[src/rtl/seg_pkg.sv]
// Shared constants for the seven-segment display path.
// Used by seg_scan_ctrl, its prescaler and the downstream BCD decoder.
package seg_pkg;

    localparam int BCD_W = 4;

    // Decoder code that turns every segment off.
    localparam logic [BCD_W-1:0] BCD_BLANK = 4'hF;

    // Digit enable levels (enables are active-low).
    localparam logic DIG_ON  = 1'b0;
    localparam logic DIG_OFF = 1'b1;

endpackage : seg_pkg

[src/rtl/seg_scan_ctrl_prescaler.sv]
// scan_prescaler: free-running divider that marks the last cycle of each scan slot.
// cnt runs 0..DIV-1 and wraps. tick is high only in the cycle where cnt == DIV-1.
// tick is registered, so it is decoded one cycle early from cnt == DIV-2.
module scan_prescaler #(
    parameter int DIV = 4
) (
    input  logic clk,
    input  logic rst,
    output logic tick
);

    localparam int CW = (DIV > 2) ? $clog2(DIV) : 2;
    localparam logic [CW-1:0] CNT_LAST = CW'(DIV - 1);
    localparam logic [CW-1:0] CNT_PRE  = CW'(DIV - 2);

    logic [CW-1:0] cnt_r;
    logic          tick_r;

    // Slot counter, wrapping at DIV-1.
    always_ff @(posedge clk) begin
        if (rst) begin
            cnt_r <= {CW{1'b0}};
        end else if (cnt_r == CNT_LAST) begin
            cnt_r <= {CW{1'b0}};
        end else begin
            cnt_r <= cnt_r + CW'(1'b1);
        end
    end

    // Registered end-of-slot strobe; high while cnt_r == DIV-1.
    always_ff @(posedge clk) begin
        if (rst) begin
            tick_r <= 1'b0;
        end else begin
            tick_r <= (cnt_r == CNT_PRE);
        end
    end

    assign tick = tick_r;

endmodule : scan_prescaler

[src/rtl/seg_scan_ctrl.sv]
// seg_scan_ctrl: time-multiplexed scan controller for the fare readout.
// It latches one frame of BCD digits and the max flag when the digit index wraps.
// Each slot presents one digit to the decoder. Each slot has a 2-cycle ghost-blank
// window before the active-low enable for that digit goes low.
// Optional build macro: SEG_LZB_EN enables leading-zero blanking.
// Leading-zero blanking is suppressed while the frame's max flag is set.
module seg_scan_ctrl
    import seg_pkg::*;
#(
    parameter int DIGITS  = 4,
    parameter int CLK_HZ  = 50_000_000,
    parameter int SCAN_HZ = 1000
) (
    input  logic                    clk,
    input  logic                    rst,
    input  logic [BCD_W*DIGITS-1:0] bcd_in,
    input  logic                    max_in,
    output logic [BCD_W-1:0]        bcd_out,
    output logic                    max_out,
    output logic [DIGITS-1:0]       dig_sel
);

    localparam int DIV = CLK_HZ / SCAN_HZ;
    localparam int IW  = (DIGITS > 1) ? $clog2(DIGITS) : 1;
    localparam logic [IW-1:0] IDX_LAST = IW'(DIGITS - 1);

    if (DIV < 3) begin : g_div_chk
        $error("seg_scan_ctrl: CLK_HZ/SCAN_HZ must be at least 3");
    end
    if ((DIGITS < 2) || (DIGITS > 8)) begin : g_dig_chk
        $error("seg_scan_ctrl: DIGITS must be in 2..8");
    end

    logic                          tick_s;
    logic [IW-1:0]                 idx_r;
    logic [DIGITS-1:0][BCD_W-1:0]  shadow_r;
    logic                          shadow_max_r;
    logic                          e1_r;
    logic                          e2_r;
    logic [DIGITS-1:0]             lz_s;
    logic [BCD_W-1:0]              digit_s;
    logic [DIGITS-1:0]             sel_s;

    scan_prescaler #(
        .DIV (DIV)
    ) u_prescaler (
        .clk  (clk),
        .rst  (rst),
        .tick (tick_s)
    );

    // Slot index advance (E0) and frame load when the index wraps to digit 0.
    always_ff @(posedge clk) begin
        if (rst) begin
            idx_r        <= IDX_LAST;
            shadow_r     <= {(BCD_W*DIGITS){1'b0}};
            shadow_max_r <= 1'b0;
        end else if (tick_s) begin
            if (idx_r == IDX_LAST) begin
                idx_r        <= {IW{1'b0}};
                shadow_r     <= bcd_in;
                shadow_max_r <= max_in;
            end else begin
                idx_r        <= idx_r + IW'(1'b1);
            end
        end
    end

    // Delayed tick strobes marking E1 (digit update) and E2 (enable on).
    always_ff @(posedge clk) begin
        if (rst) begin
            e1_r <= 1'b0;
            e2_r <= 1'b0;
        end else begin
            e1_r <= tick_s;
            e2_r <= e1_r;
        end
    end

`ifdef SEG_LZB_EN
    logic above_zero_s;

    // Flag zero digits that have only zeros above them; digit 0 is never flagged.
    always_comb begin
        lz_s         = {DIGITS{1'b0}};
        above_zero_s = 1'b1;
        for (int k = DIGITS - 1; k > 0; k--) begin
            above_zero_s = above_zero_s & (shadow_r[k] == {BCD_W{1'b0}});
            lz_s[k]      = above_zero_s;
        end
    end
`else
    // Leading-zero blanking is compiled out: no digit is ever flagged.
    always_comb begin
        lz_s = {DIGITS{1'b0}};
    end
`endif

    // Digit mux with blanking; a saturated fare always shows every digit.
    always_comb begin
        digit_s = shadow_r[idx_r];
        if (lz_s[idx_r] && !shadow_max_r) begin
            digit_s = BCD_BLANK;
        end else begin
            digit_s = shadow_r[idx_r];
        end
    end

    // Active-low one-hot enable for the current slot.
    always_comb begin
        sel_s        = {DIGITS{DIG_OFF}};
        sel_s[idx_r] = DIG_ON;
    end

    // Output registers: blank at E0, new digit at E1, enable at E2.
    always_ff @(posedge clk) begin
        if (rst) begin
            bcd_out <= BCD_BLANK;
            max_out <= 1'b0;
            dig_sel <= {DIGITS{DIG_OFF}};
        end else begin
            if (tick_s) begin
                dig_sel <= {DIGITS{DIG_OFF}};
            end else if (e2_r) begin
                dig_sel <= sel_s;
            end
            if (e1_r) begin
                bcd_out <= digit_s;
                max_out <= shadow_max_r;
            end
        end
    end

endmodule : seg_scan_ctrl
[config.mk]
export PLATFORM = sky130hd
export DESIGN_NAME = seg_scan_ctrl
export DESIGN_NICKNAME = d
export VERILOG_FILES = /design/src/rtl/seg_pkg.sv /design/src/rtl/seg_scan_ctrl_prescaler.sv /design/src/rtl/seg_scan_ctrl.sv
export SDC_FILE = /design/constraint.sdc
export NUM_CORES = 1
export LEC_CHECK = 0
export ABC_AREA = 1
export CORE_MARGIN = 2
export CORE_UTILIZATION = 50
export DETAILED_ROUTE_END_ITERATION = 10
export PLACE_DENSITY = 0.79
export SKIP_CTS_REPAIR_TIMING = 1
export SYNTH_ARGS = -nofsm -noshare
export SYNTH_HDL_FRONTEND = slang
export SYNTH_HIERARCHICAL = 1
export SYNTH_SLANG_ARGS = --single-unit
[constraint.sdc]
create_clock -name clk -period 1.7 [get_ports clk]
set_input_delay 0.255 -clock clk [delete_from_list [all_inputs] [get_ports clk]]
set_output_delay 0.255 -clock clk [all_outputs]
set_load 0.01 [all_outputs]
Run 1, routed metal, one colour a layer:
Scale bar: 20 um. Only two layers are drawn.
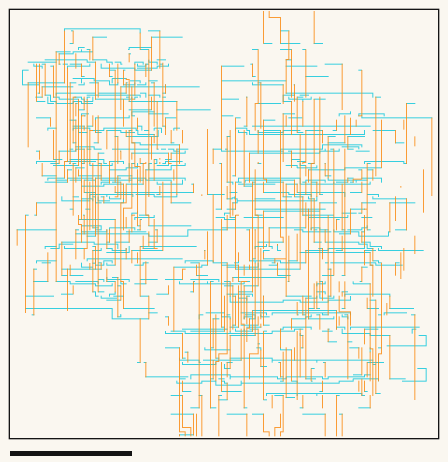
| colour | layer | wire length |
|---|---|---|
| cyan | metal 1 | 1,860 um |
| orange | metal 2 | 2,040 um |
Vias: 1,814
Total Routing Usage GR: 17.95%
Routed WL: 4072 um
Wirelength per Cell: 11.10 um

Run 1, power grid:
Scale bar: 20 um. Pins as bars on the die edge.
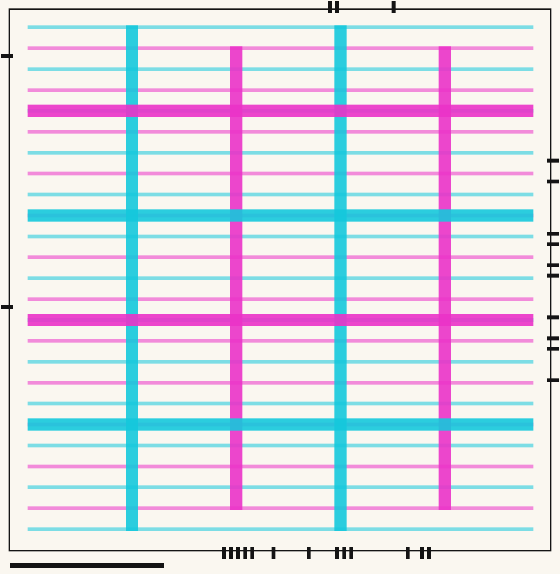
| colour | net |
|---|---|
| cyan | VSS |
| magenta | VDD |
rows: 24
met1 rails: 25
met4 straps: 4
signal pins: 28

Run 1, signal wires on met3:
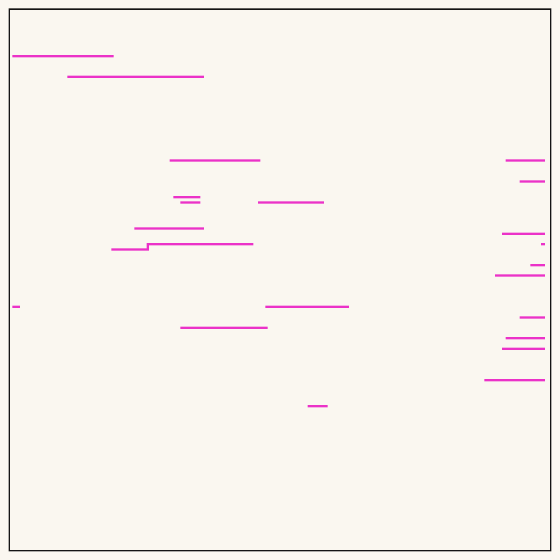
wire length on this layer: 150 um
share of all routed wire: 3.7%
nets with wire on the layer: 17
main direction: horizontal

==> run 1: sequential cells by signal (all words and copies together), names as in the netlist <==
signal / flops
bcd_out: 4
dig_sel: 4
e1_r: 1
e2_r: 1
idx_r: 2
max_out: 1
shadow_max_r: 1
shadow_r: 16
u_prescaler/cnt_r: 16
u_prescaler/tick: 1
==> run 1: layer usage <==
metal  up-vias  wire length (um)
met5         -                 0
met4         0                25
met3         2               149
met2        30              2035
met1       813              1862
li1        969                 -
==> run 1: cells by family (layout without fill, tap and decap cells) <==
group	Yosys count	in the layout	synth area share (%)
flops	47	47	42.87
buf+inv	46	77	9.635
fa+ha+maj	6	6	3.421
compound gates	35	35	14.14
simple gates	143	143	27.14
xor+xnor	7	7	2.794
==> run 1: area by class of cell <==
cell class	instances	area (um2)
clock buffers	6	82.58
well taps	52	65.06
inverters	38	142.6
flip-flops and latches	47	940.9
clock inverters	2	35.03
multi-input cells	191	1042
repair buffers	31	300.3
fillers	407	1685
==> run 1: worst max-delay path: cells and delay by family, from the launching register on <==
kind | cells | cell delay, ps
simple gates | 5 | 670
flops | 1 | 410
fa+ha+maj | 1 | 270
==> run 1: power by group <==
group	switching, mW	leakage (nW)	internal, mW
clock	0.354	0.0612	0.476
sequential	0.00807	0.379	1.11
combinational	0.0338	0.583	0.0463
==> run 1: layout by cell type (no fill, tap or decap), drive strengths merged <==
master	instances
nor2	49
o211ai	4
buf	4
nand3	20
a21oi	13
inv	38
o21bai	1
ha	6
or2	1
dfxtp	47
nor3	1
nor4	1
bufinv	1
a211oi	16
nand4	6
xnor2	2
nand2	65
xor2	5
clkinv	1
a22oi	1
clkdlybuf4s50	27
clkbuf	6
==> run 1: stage by stage <==
stage	cells	util, %	worst slack [ps]	hold slack (ps)
2_1_floorplan	284	-	395.9	419.9
3_3_place_gp	359	58.01	281.1	455.0
3_5_place_dp	359	58.01	263.7	455.9
4_1_cts	367	60.75	248.5	468.4
5_1_grt	367	60.75	77.64	492.0
6_report	367	60.75	241.0	467.0
==> run 1: worst paths after layout <==
| path | startpoint | end | slack (ps) | depth (start not counted) |
|---|---|---|---|---|
| setup reg to reg | u_prescaler/cnt_r[0] | u_prescaler/cnt_r[11] | 240 | 6 |
| setup / recovery | u_prescaler/cnt_r[0] | u_prescaler/cnt_r[11] | 240 | 6 |
| hold reg to reg | max_out | max_out | 470 | 2 |
| hold / removal | max_out | max_out | 470 | 2 |
==> results.toml, run 1 <==
# implementation run metrics
[outcome]
status = "finished clean"

[grt]
grt_pass1_wl_um = 7148
grt_max_degree = 34
grt.overflow.total = 0
antenna_found_initial = 0
global_route.usage.met1_pct = 20.75
use_met3_pct = 4.473
gr-max-usage-layer = "met2"
grt_pass1_vias = 1666

[clock_network]
cts_tree = "yes"
cts_buffers = 5
ctsHtreeMaxLevel = 2
clk_path_buf_depth = 2
clk_pin_slew_ps = 80
clockRootBuffer = "clkbuf_8"
clock_sinks = 47

[timing]
max-slew-margin-rel_pct = 73.73
final.period_utilization_pct = 85.82
tightest_slew_ps = 394.1
setup-tns-final_ps = 0
finalHoldViolations = 0
setup_violations = 0
fin_skew_ps = 9.397
fin_crit_ps = 1459
grt_setup_unrepaired = "no"
fmax_mhz = 685.4

[power_and_ir_drop]
pwr_density_cell_mw_per_mm2 = 775.9
peakVddDrop_mv = 0.4050
total_power_mw = 2.024

[route]
dr.pass1.iters = 4
first_iter_violations = 67
viasPerCell = 4.943
ant_nets = 0
route.detailed.drc = 0

[placed_design]
place_congestion = 0.8658
dpl.hpwl_um = 2997
dpl_cell_area_mm2 = 0.002491
port_buffers = 27

[synthesis]
postSynthSeqShare_pct = 42.87
floorplan.nets = 309
synth_cells = 284
yosys_most_used_dff = "dfxtp_1"
ys_cells = 284
syn_avg_cell_area_um2 = 7.727
ys.flops = 47
async_flop_share_pct = 0
yosysMostFrequentCell = "nand2_1"
synth_cell_types = 24
syn_area_mm2 = 0.002195
synth-edff-count = 0
yosys-stat-area_mm2 = 0.002195
yosys_warnings = 6
synthTopCellsByCount = "nand2_1 (63), nor2_1 (48), dfxtp_1 (47), inv_1 (37), nand3_1 (19)"
topCellsByArea = "dfxtp_1 (43%), nand2_1 (11%), a211oi_2 (9.1%)"
yosysTopAreaCell = "dfxtp_1"

[flow_run]
tool_warnings = 30
drv_cap = 0

[critical_path]
worstSetupPathType = "flip-flop to flip-flop"
critical_path.cell_chain = "ha_1 -> nand3_2 -> nor2_1 -> nand2_1 -> nand2_2 -> nor2_1"
critPathMaxFanout = 16
critPathMaxStageDelay_ps = 410
cp.required_ps = 1870
cp.arrival_ps = 1630
endpoint_kind = "flip-flop"
cpMostUsedCell = "nor2_1"
start_kind = "flip-flop"
slowest_stage = "dfxtp_1"

[floorplan]
ios = 28
floorplan.core_util_pct = 51.11
die-height_um = 70.25
coreArea_mm2 = 0.004294
row_count = 24
die_area_mm2 = 0.004935

[cells_and_area]
drive_gt1_share_pct = 10.48
final_area_mm2 = 0.002609
antennaDiodeCount = 0
layout.nets = 339

[min_path]
hp-class = "flip-flop to flip-flop"
Run 1, met2 routing:
Scale bar: 20 um.
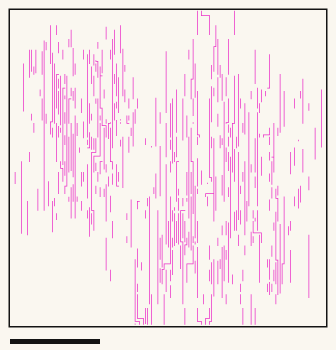

==> run 1 -> run 2 <==
--- a/config.mk
+++ b/config.mk
@@ -7,9 +7,9 @@
 export LEC_CHECK = 0
 export ABC_AREA = 1
 export CORE_MARGIN = 2
-export CORE_UTILIZATION = 50
+export CORE_UTILIZATION = 40
 export DETAILED_ROUTE_END_ITERATION = 10
-export PLACE_DENSITY = 0.79
+export PLACE_DENSITY = 0.67
 export SKIP_CTS_REPAIR_TIMING = 1
 export SYNTH_ARGS = -nofsm -noshare
 export SYNTH_HDL_FRONTEND = slang
Run 2, met2 routing:
Scale bar: 20 um.
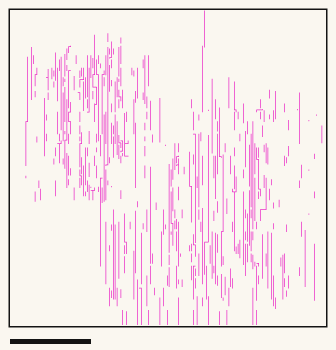
main direction: vertical
share of all routed wire: 47%
nets with wire on the layer: 262

Run 2, routed metal, one colour a layer:
Scale bar: 20 um. Only two layers are drawn.
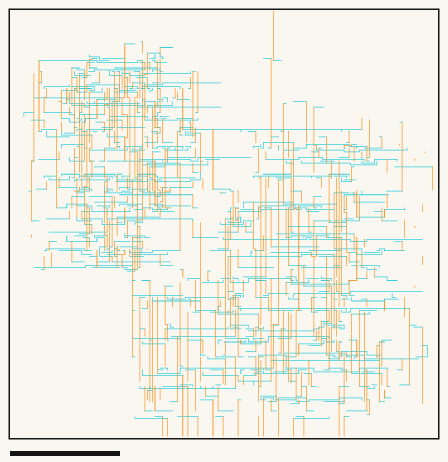
Wirelength per Cell: 10.95 um
Routed WL: 4239 um
Vias: 1,829
Total Routing Usage GR: 15.30%

==> results.toml, run 2 <==
# implementation run metrics
[cells_and_area]
final_util_pct = 51.37
antennaDiodeCount = 0
reg_top3 = "shadow_r (16), u_prescaler/cnt_r (16)"
nFillCells = 527
layout.nets = 341
final_cell_mix = "nand2_1 (63), nor2_1 (48), dfxtp_1 (47)"
final_area_mm2 = 0.002674

[synthesis]
async_flop_share_pct = 0
yosysTopAreaCell = "dfxtp_1"
synth_cell_types = 24
syn_avg_cell_area_um2 = 7.727
synthTopCellsByCount = "nand2_1 (63), nor2_1 (48), dfxtp_1 (47), inv_1 (37), nand3_1 (19)"
yosys-stat-area_mm2 = 0.002195
yosys_most_used_dff = "dfxtp_1"
topCellsByArea = "dfxtp_1 (43%), nand2_1 (11%), a211oi_2 (9.1%)"
floorplan.nets = 309
yosys_warnings = 6
syn_area_mm2 = 0.002195
synth-edff-count = 0
yosysMostFrequentCell = "nand2_1"
ys.flops = 47

[flow_run]
drv_cap = 0
tool_warnings = 30

[placed_design]
dpl.hpwl_um = 3023
place_ws_ps = 267.1
port_buffers = 27
place_congestion = 0.8008
dpl_cell_area_mm2 = 0.002541

[grt]
grt_pass1_wl_um = 7396
grt_pass1_vias = 1678
antenna_found_initial = 0
grt_max_degree = 26
grt.overflow.total = 0

[critical_path]
timing.rr.start = "u_prescaler/cnt_r[0]"
cp-startpoint = "bcd_out[3]"
path_delay_family = "buffers and inverters"
critical_path.cell_chain = "clkdlybuf4s50_1"
worst-r2r-cell-count = 6
endpoint_kind = "output pin"
cp.required_ps = 1440
timing.rr.end = "u_prescaler/cnt_r[7]"
crit_buf_inv = 1
start_kind = "flip-flop"
slowest_stage = "clkdlybuf4s50_1"
cp.arrival_ps = 1180
rrSetupSlack_ps = 320
critPathMaxStageDelay_ps = 540

[route]
dr.pass1.iters = 5
ant_nets = 0
route.detailed.drc = 0
first_iter_violations = 89
viasPerCell = 4.726

[timing]
final.period_utilization_pct = 84.65
setup_slack_ps = 261.0
setup_violations = 0
max-slew-margin-rel_pct = 72.65
fin_crit_ps = 1439
finalHoldViolations = 0
tightest_slew_ps = 408.8
grt_setup_unrepaired = "no"
fmax_mhz = 694.9
fin_skew_ps = 13.01

[min_path]
holdPathEnd = "max_out"
hp-start = "shadow_max_r"
hp-class = "flip-flop to flip-flop"
whs_path_depth = 2

[power_and_ir_drop]
total_power_mw = 2.156
peakVddDrop_mv = 0.5229
pwr_density_cell_mw_per_mm2 = 806.5

[clock_network]
cts_tree = "yes"
clockRootBuffer = "clkbuf_8"
clock_sinks = 47
clk_pin_slew_ps = 80
cts_buffers = 5
ctsHtreeMaxLevel = 2

[floorplan]
row_count = 26
die_area_mm2 = 0.006095
ios = 28
coreArea_mm2 = 0.005205

[outcome]
status = "finished clean"
[run 2: worst max path at each step]
stage,cells after the start,endpoint,slack [ps]
finish,1,bcd_out[3],260
global route,1,bcd_out[2],180
CTS,1,bcd_out[3],240
detailed placement,4,u_prescaler/cnt_r[11],270
global placement,4,u_prescaler/cnt_r[8],290
floorplan,7,u_prescaler/cnt_r[7],400
[run 2: cell families (layout without fill, tap and decap cells)]
logic type,after synthesis,count (layout),synth area share (%)
AND/OR/NAND/NOR,143,143,27.14
XOR/XNOR,7,7,2.794
flip-flops,47,47,42.87
buffers and inverters,46,79,9.635
adder cells (fa/ha/maj),6,6,3.421
AND-OR/OR-AND,35,35,14.14
[run 2: per-layer routing]
layer / part of all wire (%) / global-route usage (%) / up-vias
met4: 1.0 / 4.211 / 0
met5: 0 / 0 / -
li1: - / - / 976
met1: 49 / 18.52 / 828
met2: 47 / 26.47 / 19
met3: 2.9 / 4.483 / 6
[run 2: stage by stage]
step | hold WS [ps] | cells
4_1_cts | 470.9 | 387
6_report | 467.3 | 387
5_1_grt | 487.5 | 387
2_1_floorplan | 419.9 | 284
3_3_place_gp | 454.7 | 379
3_5_place_dp | 456.3 | 379
[run 2: report_power, final]
| part | switching [mW] | internal [mW] |
|---|---|---|
| registers | 0.00807 | 1.11 |
| logic | 0.0350 | 0.0493 |
| clock network | 0.370 | 0.588 |
| total | 0.413 | 1.74 |
[run 2: cell type report]
class	count	area (um2)	area share [%]
Timing Repair Buffer	33	327.8	12.26
Multi-Input combinational cell	191	1042	38.98
Inverter	38	142.6	5.335
Tap cell	70	87.58	3.276
Clock buffer	6	72.57	2.714
Sequential cell	47	940.9	35.19
Clock inverter	2	60.06	2.246
[run 2: tightest hold or removal path, delay by kind of cell, from the launching register on]
family / cells / cell delay [ps]
AND-OR/OR-AND: 1 / 60
flip-flops: 1 / 320
AND/OR/NAND/NOR: 1 / 50
Run 2, clock wiring as the flow saved it:
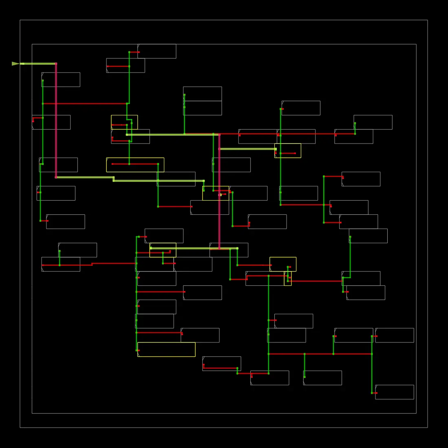

==> run 2 -> run 3 <==
==> constraint.sdc (replaced) <==
create_clock -name clk -period 1.5 [get_ports clk]
set_input_delay 0.225 -clock clk [delete_from_list [all_inputs] [get_ports clk]]
set_output_delay 0.225 -clock clk [all_outputs]
set_load 0.01 [all_outputs]
Run 3, clock wiring as the flow saved it:
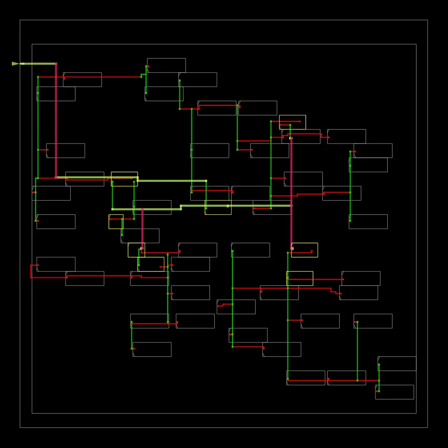
clk pwr: 0.807 mW
Max Clock Skew: 14.41 ps
cts bufs inserted: 5

==> results.toml, run 3 <==
# implementation run metrics
[outcome]
status = "finished clean"

[flow_run]
tool_warnings = 30
drv_cap = 0

[critical_path]
timing.rr.start = "u_prescaler/cnt_r[0]"
critical_path.cell_chain = "clkdlybuf4s50_1"
slowest_stage = "clkdlybuf4s50_1"
path_delay_family = "buffers and inverters"
cp.arrival_ps = 1190
crit_buf_inv = 1
rrSetupSlack_ps = 170
endpoint_kind = "output pin"
timing.rr.end = "u_prescaler/cnt_r[7]"
critPathMaxFanout = 2
start_kind = "flip-flop"
worst-r2r-cell-count = 6

[power_and_ir_drop]
peakVddDrop_mv = 0.5263

[synthesis]
yosys-stat-area_mm2 = 0.002195
yosys_warnings = 6
syn_area_mm2 = 0.002195
ys_cells = 284
postSynthSeqShare_pct = 42.87
floorplan.nets = 309
yosys_most_used_dff = "dfxtp_1"
synth-edff-count = 0
ys.flops = 47
synth_cell_types = 24
yosysTopAreaCell = "dfxtp_1"
syn_avg_cell_area_um2 = 7.727

[cells_and_area]
reg_top3 = "shadow_r (16), u_prescaler/cnt_r (16)"
register_area_um2 = 940.9
nFillCells = 531
layout.nets = 345
final_area_mm2 = 0.002675
final_cell_mix = "nand2_1 (63), nor2_1 (48), dfxtp_1 (47)"

[route]
via_count = 1833
dr.pass1.iters = 5
wl_um = 4242
ant_nets = 0
first_iter_violations = 63

[timing]
setup-tns-final_ps = 0
finalHoldViolations = 0
fmax_mhz = 705.8
max-slew-margin-rel_pct = 79.33

[min_path]
hp-start = "shadow_max_r"
whs_path_depth = 2
holdPathEnd = "max_out"

[placed_design]
dpl.hpwl_um = 3100
place_congestion = 0.8430
dpl_cell_area_mm2 = 0.002571
port_buffers = 27

[clock_network]
cts_tree = "yes"
clock_sinks = 47

[floorplan]
row_count = 26
coreArea_mm2 = 0.005205
die_area_mm2 = 0.006095
floorplan.core_util_pct = 42.16
die-height_um = 78.07

[grt]
grt_max_degree = 21
use_met3_pct = 3.563
grt_pass1_wl_um = 7396
global_route.usage.met1_pct = 19.80
met2_usage_pct = 24.40
antenna_found_initial = 0
grt.overflow.total = 0
grtUsageTotal_pct = 15.24
Run 3, power grid:
Scale bar: 20 um. Pins as bars on the die edge.
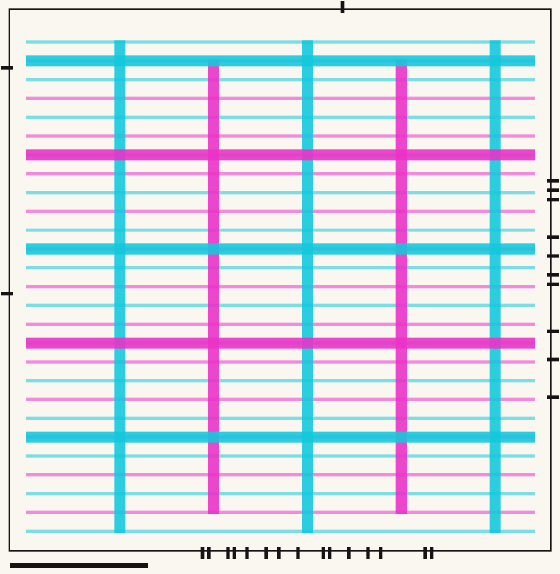
| colour | net |
|---|---|
| cyan | VSS |
| magenta | VDD |
rows: 26
signal pins: 28
met4 straps: 5

run 3: cell count changes in the layout (fill, tap and decap cells not counted):
cell,delta
bufinv_16,-2
nand2_2,-1
buf_4,+4
nand2_4,+1
clkinv_4,+1
clkinvlp_4,+1
clkbuf_1,-1
clkbuf_8,+1
run 3: cell families after synthesis:
| family | Yosys count | synth area share [%] |
|---|---|---|
| buffers and inverters | 46 | 9.635 |
| and+or+nand+nor | 143 | 27.14 |
| adders and majority gates | 6 | 3.421 |
| DFF | 47 | 42.87 |
| AOI/OAI and AO/OA | 35 | 14.14 |
| xor gates and xnor gates | 7 | 2.794 |
run 3: worst max path at each step:
stage | endpoint | startpoint | slack, ps | cells after the start
after detailed placement | u_prescaler/cnt_r[11] | u_prescaler/cnt_r[0] | 100 | 6
after CTS | bcd_out[3] | bcd_out[3] | 60 | 1
final | bcd_out[3] | bcd_out[3] | 80 | 1
after floorplan | u_prescaler/cnt_r[7] | u_prescaler/cnt_r[0] | 200 | 7
after global routing | dig_sel[2] | dig_sel[2] | 30 | 1
after global placement | u_prescaler/cnt_r[11] | u_prescaler/cnt_r[0] | 130 | 6
run 3: layout make-up:
cell class / count / share of cell area, %
Clock buffer: 6 / 3.087
Clock inverter: 2 / 0.6080
Inverter: 38 / 5.332
Multi-Input combinational cell: 191 / 39.15
Sequential cell: 47 / 35.17
Tap cell: 70 / 3.274
Timing Repair Buffer: 37 / 13.38
run 3: per-layer routing:
metal	wire, um	share of wire, %
met3	158	3.7
met1	2108	50
met5	0	0
met2	1888	45
met4	87	2.1
run 3: metrics by stage:
| stage | utilization (%) | setup WS, ps | hold slack, ps | power [mW] | instances |
|---|---|---|---|---|---|
| floorplan | - | 195.9 | 389.9 | 1.329 | 284 |
| global placement | 49.40 | 133.6 | 452.2 | 1.387 | 383 |
| detailed placement | 49.40 | 97.05 | 454.7 | 1.387 | 383 |
| CTS | 51.30 | 64.38 | 468.4 | 2.197 | 391 |
| global route | 51.39 | 31.28 | 490.2 | 2.243 | 391 |
| finish | 51.39 | 83.19 | 462.0 | 2.165 | 391 |
run 3: power by group:
group          total (mW)  switching, mW  leakage, nW  internal [mW]
Clock               0.807          0.430       0.0474          0.377
Sequential           1.26        0.00926        0.379           1.25
Combinational      0.0956         0.0394        0.620         0.0562
Total                2.17          0.479         1.05           1.69
Power is estimated from default activity; no workload was simulated.
